===== config.mk =====
export PLATFORM = sky130hd
export DESIGN_NAME = register_status_table
export DESIGN_NICKNAME = d
export VERILOG_FILES = /design/src/rtl/register_status_table.sv
export SDC_FILE = /design/constraint.sdc
export NUM_CORES = 1
export LEC_CHECK = 0
export CORE_ASPECT_RATIO = 0.5
export CORE_MARGIN = 2
export CORE_UTILIZATION = 55
export DETAILED_ROUTE_END_ITERATION = 10
export HOLD_SLACK_MARGIN = 0.08
export PLACE_DENSITY = 0.82
export SLEW_MARGIN = 5
export SYNTH_ARGS = -nofsm -noshare
export SYNTH_HDL_FRONTEND = slang
export SYNTH_SLANG_ARGS = --single-unit

===== constraint.sdc =====
create_clock -name Clock -period 5.3 [get_ports Clock]
set_input_delay 1.06 -clock Clock [delete_from_list [all_inputs] [get_ports Clock]]
set_output_delay 1.06 -clock Clock [all_outputs]
set_load 0.02 [all_outputs]

===== src/rtl/register_status_table.sv =====
// register_status_table
// Tomasulo register status table: one producer tag (Qi) and one committed
// value per architectural register. Dispatch claims destinations via the
// issue port and reads sources via two read ports; the CDB retires results.
// Optional feature macro: REG_STATUS_CDB_BYPASS_EN forwards a matching CDB
// broadcast straight onto the read ports in the same cycle.

module register_status_table #(
  parameter int                NUM_REGS   = 8,
  parameter int                DATA_W     = 16,
  parameter int                TAG_W      = 3,
  parameter logic [DATA_W-1:0] RESET_DATA = DATA_W'(16'h0001),
  localparam int               IDX_W      = $clog2(NUM_REGS),
  localparam int               CNT_W      = $clog2(NUM_REGS) + 1
) (
  input  logic              Clock,
  input  logic              Resetn,
  input  logic              Issue_en,
  input  logic [IDX_W-1:0]  Issue_reg,
  input  logic [TAG_W-1:0]  Issue_tag,
  input  logic              CDB_valid,
  input  logic [TAG_W-1:0]  CDB_tag,
  input  logic [DATA_W-1:0] CDB_data,
  input  logic              Flush,
  input  logic [IDX_W-1:0]  Rj_addr,
  input  logic [IDX_W-1:0]  Rk_addr,
  output logic [TAG_W-1:0]  Qj,
  output logic [TAG_W-1:0]  Qk,
  output logic [DATA_W-1:0] Vj,
  output logic [DATA_W-1:0] Vk,
  output logic [CNT_W-1:0]  Pending_count,
  output logic              Retire_pulse
);

  localparam logic [TAG_W-1:0] TAG_FREE = '0;

  logic [TAG_W-1:0]  tag_q  [NUM_REGS];
  logic [DATA_W-1:0] data_q [NUM_REGS];
  logic [TAG_W-1:0]  tag_d  [NUM_REGS];
  logic [DATA_W-1:0] data_d [NUM_REGS];
  logic [CNT_W-1:0]  count_d;
  logic              retire_any;
  logic              cdb_live;
  logic              issue_live;

  assign cdb_live   = CDB_valid && (CDB_tag != TAG_FREE);
  assign issue_live = Issue_en && (Issue_tag != TAG_FREE);

  // Next-state: flush beats everything; otherwise CDB retire, then issue
  // so the newest producer of a register overrides a same-cycle retire.
  always_comb begin
    // NOTE: every always_comb output is defaulted first so no path can leave
    // it unassigned, which would otherwise infer a latch.
    retire_any = 1'b0;
    count_d    = '0;
    for (int r = 0; r < NUM_REGS; r++) begin
      tag_d[r]  = tag_q[r];
      data_d[r] = data_q[r];
    end

    if (Flush) begin
      for (int r = 0; r < NUM_REGS; r++) begin
        tag_d[r] = TAG_FREE;
      end
    end else begin
      if (cdb_live) begin
        for (int r = 0; r < NUM_REGS; r++) begin
          if (tag_q[r] == CDB_tag) begin
            data_d[r]  = CDB_data;
            tag_d[r]   = TAG_FREE;
            retire_any = 1'b1;
          end
        end
      end
      if (issue_live) begin
        tag_d[Issue_reg] = Issue_tag;
      end
    end

    for (int r = 0; r < NUM_REGS; r++) begin
      count_d = count_d + CNT_W'(tag_d[r] != TAG_FREE);
    end
  end

  // State registers: tags, committed values, pending count and retire flag.
  // NOTE: the data array is reset as well, because RESET_DATA is an
  // architecturally visible value and not just a don't-care power-up state.
  always_ff @(posedge Clock or negedge Resetn) begin
    if (!Resetn) begin
      for (int r = 0; r < NUM_REGS; r++) begin
        tag_q[r]  <= TAG_FREE;
        data_q[r] <= RESET_DATA;
      end
      Pending_count <= '0;
      Retire_pulse  <= 1'b0;
    end else begin
      // NOTE: non-blocking assignments keep every register updating from the
      // same pre-edge values regardless of statement order.
      for (int r = 0; r < NUM_REGS; r++) begin
        tag_q[r]  <= tag_d[r];
        data_q[r] <= data_d[r];
      end
      Pending_count <= count_d;
      Retire_pulse  <= retire_any;
    end
  end

  // Operand read ports: stored state, optionally overridden by a live CDB hit.
  always_comb begin
    Qj = tag_q[Rj_addr];
    Vj = data_q[Rj_addr];
    Qk = tag_q[Rk_addr];
    Vk = data_q[Rk_addr];
`ifdef REG_STATUS_CDB_BYPASS_EN
    if (cdb_live && (tag_q[Rj_addr] == CDB_tag)) begin
      Qj = TAG_FREE;
      Vj = CDB_data;
    end
    if (cdb_live && (tag_q[Rk_addr] == CDB_tag)) begin
      Qk = TAG_FREE;
      Vk = CDB_data;
    end
`else
    // Without forwarding the retired value becomes visible after the edge.
`endif
  end

endmodule


==> run_1/closeup.png <==
Region (83, 17) to (108, 42) um. Cells in gray, sequential cells in the stronger gray; small squares are vias.
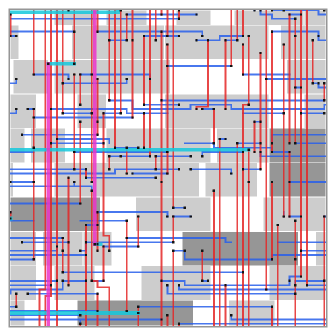
Key: cyan = M3; red = M2; blue = M1; magenta = M4
Most frequent: mux4_2 (5), xor2_1 (4). Netlist names of flops here include tag_q (2), data_q (1). 25 logic cells have their middle in the window. Sequential cells in the window: 3.

==> run_1/congestion_map.png <==
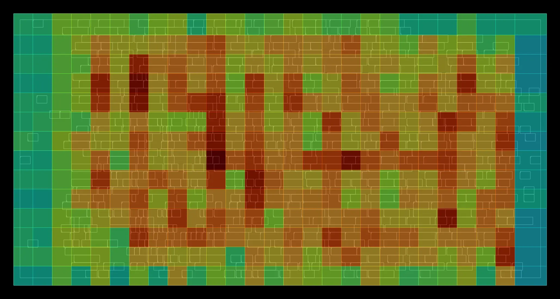
GRT busiest layer: met2
met2 Use GR: 0.4245

==> results.md, run 1 <==
| Step | Parameter | This run |
|:---|:---|:---|
| logic synthesis | Top cell type's share of synthesized area | 0.3887 |
| final timing | Actual slew at the worst max-slew pin | 0.7144 ns |
| clocking | Clock Root Buffer | sky130_fd_sc_hd__clkbuf_16 |
| cells and area | Largest register FFs | 128 |
| global routing | Global-route wire length before repair | 37280 um |
| final timing | Max-slew headroom | 0.5193 |
| worst setup path | Start of the worst register-to-register path | tag_q[23]$_DFF_PN0_ |
| cells and area | Share of post-route cells with drive strength above 1 | 0.4793 |
| worst setup path | WS Path Type | input pin to flip-flop |
| clocking | Clock tree from TritonCTS | built |
| cells and area | Fillcell total | 1196 |
| power | Proportion of power drawn by flip-flops and latches | 0.392 |
| flow run | Number of warnings in the stage logs | 26 |
| power | Fraction of power spent switching nets | 0.2765 |
| logic synthesis | Leading post-synthesis cells by instance count | 149 x sky130_fd_sc_hd__dfrtp_1, 86 x sky130_fd_sc_hd__mux2_2, 80 x sky130_fd_sc_hd__mux2_4 |
| cells and area | Largest regs | data_q x128, tag_q x24, Pending_count x4 |
| logic synthesis | Synthesized netlist net count | 662 |
| power | Power share of the combinational group | 0.298 |
| hold path | Hold Path Class | flip-flop to flip-flop |
| logic synthesis | Synth unique cells | 51 |
| global routing | Antenna violations before repair | 0 |
| logic synthesis | Flops after synth | 157 |
| outcome | Outcome | completed |
| power | Power in combinational cells | 1.31 mW |
| final timing | RSZ-0062 raised after global routing | false |
| cells and area | FF+latch count | 157 |
| detailed routing | Post-detailed-route via-to-cell ratio | 6.286 |
| clocking | Sink Count | 157 |
| die | Core Density at Floorplan | 0.5567 |
| worst setup path | Path depth of the worst reg2reg path | 14 |
| logic synthesis | Proportion of synthesized flip-flops having asynchronous set or reset | 1.000 |
| final timing | Maximum clock frequency | 207.8 MHz |
| worst setup path | End of the worst register-to-register path | Pending_count[2]$_DFF_PN0_ |
| cells and area | Final net count | 754 |
| logic synthesis | Arithmetic-cell share of the synthesized area counting full adders, half adders and majority gates | 0.01226 |
| detailed routing | Average detailed-routed wire length per instance | 24.46 um |
| detailed routing | WL met1 | 10640 um |
| hold path | Worst hold path stage count | 1 |
| logic synthesis | Fraction of the mapped netlist area in compound gates | 0.03744 |
| cells and area | MI comb cells | 414 |
| worst setup path | R2R setup slack | 1.26 ns |
==> run_1/pinout.png <==
Drawn at 3 px/um. Pins as bars across the die edge, other pins in gray.
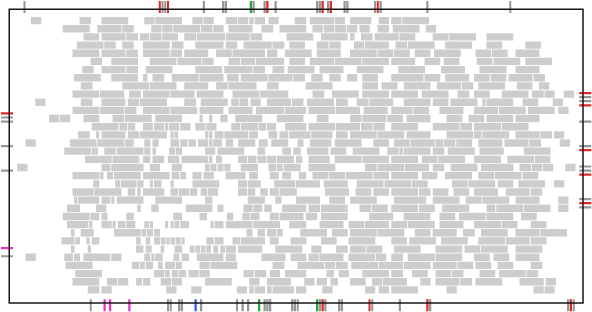
Key: magenta = Pending_count [pins 4, direction output, edge 3 south, 1 west]; red = Vj [pins 16, direction output, edge 6 north, 5 east, 4 south, 1 west]; green = Rk_addr [pins 3, direction input, edge 2 south, 1 north]; blue = Flush [pins 1, direction input, edge south]
All pins by edge: 34 south, 25 north, 13 east, 7 west.

==> run_1/ff_map.png <==
Drawn at 2 px/um. Other sequential cells in the stronger gray, the rest of the logic in the fainter gray.
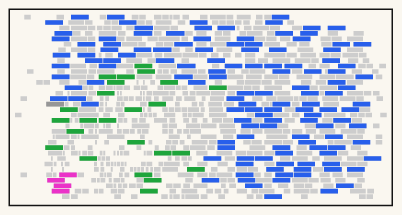
Key: magenta = Pending_count [flops 4, where south-west]; blue = data_q [flops 128, where all over the die]; green = tag_q [flops 24]
Another 1 sequential cells are not colored.
Seq/total area: 0.3472
footprint of the flip-flops and latches: 0.003939 mm2
power in sequential cells: 1.72 mW
Util after Layout: 0.6585

==> run 2, diff against run 1 <==
CTS_CLUSTER_SIZE = 14   (was default)
==> run_2/gates.png <==
Drawn at 2 px/um.
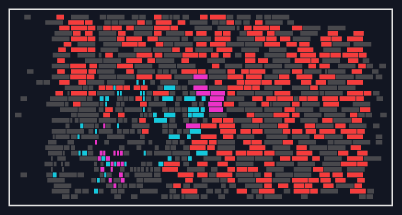
Key: cyan = nor cells [cells 45, most used nor2_1]; magenta = nand cells [cells 26]; red = mux cells [cells 254, most used mux2_2, where all over the die]

==> run 2 against run 1 <==
Clock power about the same; register-to-register slack about the same; sequential share of layout area unchanged.
==> results.md, run 2 <==
| Step | Parameter | This run | vs previous |
|:---|:---|:---|:---|
| outcome | Outcome | completed | unchanged |
| hold path | Hold Path Class | flip-flop to flip-flop | unchanged |
| logic synthesis | Proportion of synthesized flip-flops having asynchronous set or reset | 1.000 | unchanged |
| power | Power in sequential cells | 1.72 mW | about the same |
| cells and area | Seq/total area | 0.3472 | unchanged |
| detailed routing | Average detailed-routed wire length per instance | 24.46 um | unchanged |
| clocking | Clock tree from TritonCTS | built | unchanged |
| cells and area | Final net count | 754 | unchanged |
| cells and area | Largest regs | data_q x128, tag_q x24, Pending_count x4 | unchanged |
| clocking | Clock Root Buffer | sky130_fd_sc_hd__clkbuf_16 | unchanged |
| power | Power share of the combinational group | 0.298 | about the same |
| power | Fraction of power spent switching nets | 0.2765 | unchanged |
| cells and area | FF+latch count | 157 | unchanged |
| cells and area | Fillcell total | 1196 | unchanged |
| cells and area | Footprint of the flip-flops and latches | 0.003939 mm2 | unchanged |
| clocking | Sink Count | 157 | unchanged |
| cells and area | Util after Layout | 0.6585 | unchanged |
| worst setup path | R2R setup slack | 1.26 ns | about the same |
| worst setup path | Path depth of the worst reg2reg path | 14 | unchanged |
| logic synthesis | Synth unique cells | 51 | unchanged |
| final timing | Max-slew headroom | 0.5193 | unchanged |
| global routing | Met2 Use GR | 0.4245 | unchanged |
| worst setup path | WS Path Type | input pin to flip-flop | unchanged |
| detailed routing | Post-detailed-route via-to-cell ratio | 6.286 | unchanged |
| logic synthesis | Arithmetic-cell share of the synthesized area counting full adders, half adders and majority gates | 0.01226 | unchanged |
| global routing | GRT busiest layer | met2 | unchanged |
| logic synthesis | Leading post-synthesis cells by instance count | 149 x sky130_fd_sc_hd__dfrtp_1, 86 x sky130_fd_sc_hd__mux2_2, 80 x sky130_fd_sc_hd__mux2_4 | unchanged |
==> run_2/closeup.png <==
Region (83, 17) to (108, 42) um. Cells in gray, sequential cells in the stronger gray; small squares are vias.
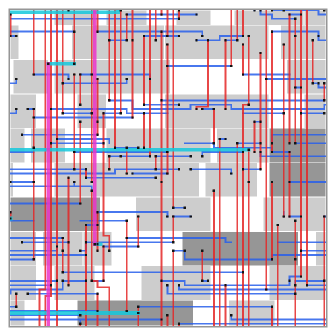
Key: magenta = M4; blue = M1; cyan = M3; red = M2
Netlist names of flops here include tag_q (2), data_q (1). 25 logic cells have their middle in the window. Sequential cells in the window: 3. Most frequent: mux4_2 (5), xor2_1 (4).

==> run_2/pinout.png <==
Drawn at 3 px/um. Pins as bars across the die edge, other pins in gray.
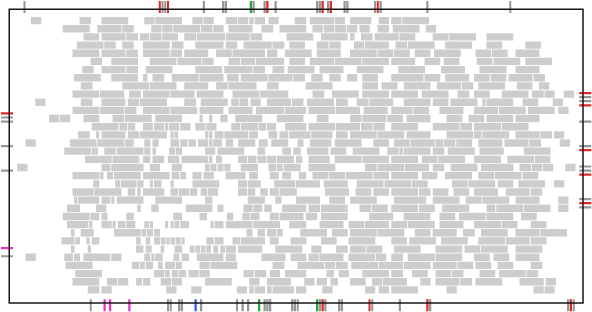

==> run 3, diff against run 2 <==
CORE_UTILIZATION = 59   (was 55)
PLACE_DENSITY = 0.87   (was 0.82)
RECOVER_POWER = 50   (was default)
clock period = 5.5 ns   (was 5.3 ns; I/O delays follow)
==> run_3/pinout.png <==
Drawn at 3 px/um. Pins as bars across the die edge, other pins in gray.
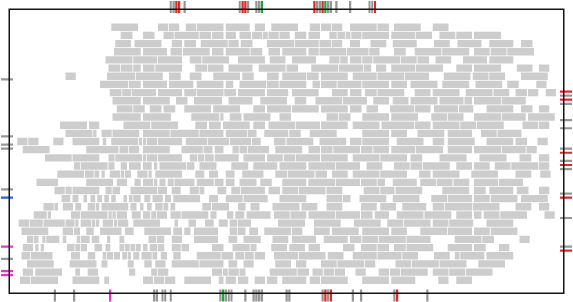
Key: blue = Flush [pins 1, direction input, edge west]; red = Vj [pins 16, direction output, edge 7 north, 6 east, 3 south]; green = Rk_addr [pins 3, direction input, edge 2 north, 1 south]; magenta = Pending_count [pins 4, direction output, edge 3 west, 1 south]
All pins by edge: 29 south, 24 north, 16 east, 10 west.

==> run 3 against run 2 <==
The run now ends with max-capacitance violations, max-slew violations left; cell area is 1.9% lower; combinational power shrank 5%; synthesized area unchanged; clock power decreased by about 10%; largest power group unchanged.
==> results.md, run 3 <==
| Step | Parameter | This run | vs previous |
|:---|:---|:---|:---|
| power | Fraction of power spent switching nets | 0.2863 | was 0.2765 |
| logic synthesis | Synth unique cells | 51 | unchanged |
| logic synthesis | Proportion of synthesized flip-flops having asynchronous set or reset | 1.000 | unchanged |
| flow run | Number of max-cap violations | 1 | was 0 |
| cells and area | Largest register FFs | 128 | unchanged |
| cells and area | Fillcell total | 985 | was 1196 |
| global routing | Met2 Use GR | 0.4712 | was 0.4245 |
| power | Power share of the combinational group | 0.303 | was 0.298 |
| detailed routing | WL met1 | 10010 um | was 10640 um |
| power | Power in combinational cells | 1.25 mW | was 1.31 mW |
| final timing | Slew Limit Fails | 114 | was 0 |
| final timing | Maximum clock frequency | 197.1 MHz |  |
| worst setup path | End of the worst register-to-register path | Pending_count[1]$_DFF_PN0_ | was Pending_count[2]$_DFF_PN0_ |
| outcome | Failing checks | max-capacitance violations, max-slew violations |  |
| cells and area | Final net count | 742 | was 754 |
| cells and area | MI comb cells | 414 | unchanged |
| final timing | RSZ-0062 raised after global routing | false | unchanged |
| final timing | Actual slew at the worst max-slew pin | 2.877 ns | was 0.7144 ns |
| hold path | Worst hold path stage count | 1 | unchanged |
| power | Proportion of power drawn by flip-flops and latches | 0.403 | was 0.392 |
| detailed routing | Average detailed-routed wire length per instance | 24.60 um | was 24.46 um |
| clocking | Clock tree from TritonCTS | built | unchanged |
| die | Core Density at Floorplan | 0.6127 | was 0.5567 |
| worst setup path | Start of the worst register-to-register path | tag_q[23]$_DFF_PN0_ | unchanged |
| worst setup path | R2R setup slack | 1.37 ns | was 1.26 ns |
| hold path | Hold Path Class | flip-flop to flip-flop | unchanged |
| outcome | Outcome | complete, but fails checks | was completed |
| cells and area | Util after Layout | 0.7112 | was 0.6585 |
| global routing | Global-route wire length before repair | 36930 um | was 37280 um |
| clocking | Clock Root Buffer | sky130_fd_sc_hd__clkbuf_16 | unchanged |
| global routing | Antenna violations before repair | 0 | unchanged |
==> run_3/ff_map.png <==
Drawn at 2 px/um. Other sequential cells in the stronger gray, the rest of the logic in the fainter gray.
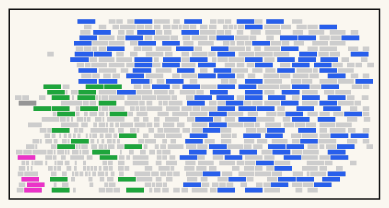
Key: magenta = Pending_count [flops 4, where south-west]; blue = data_q [flops 128]; green = tag_q [flops 24]
power in sequential cells: 1.66 mW
Seq/total area: 0.3537

Power and IR drop assume default switching activity.
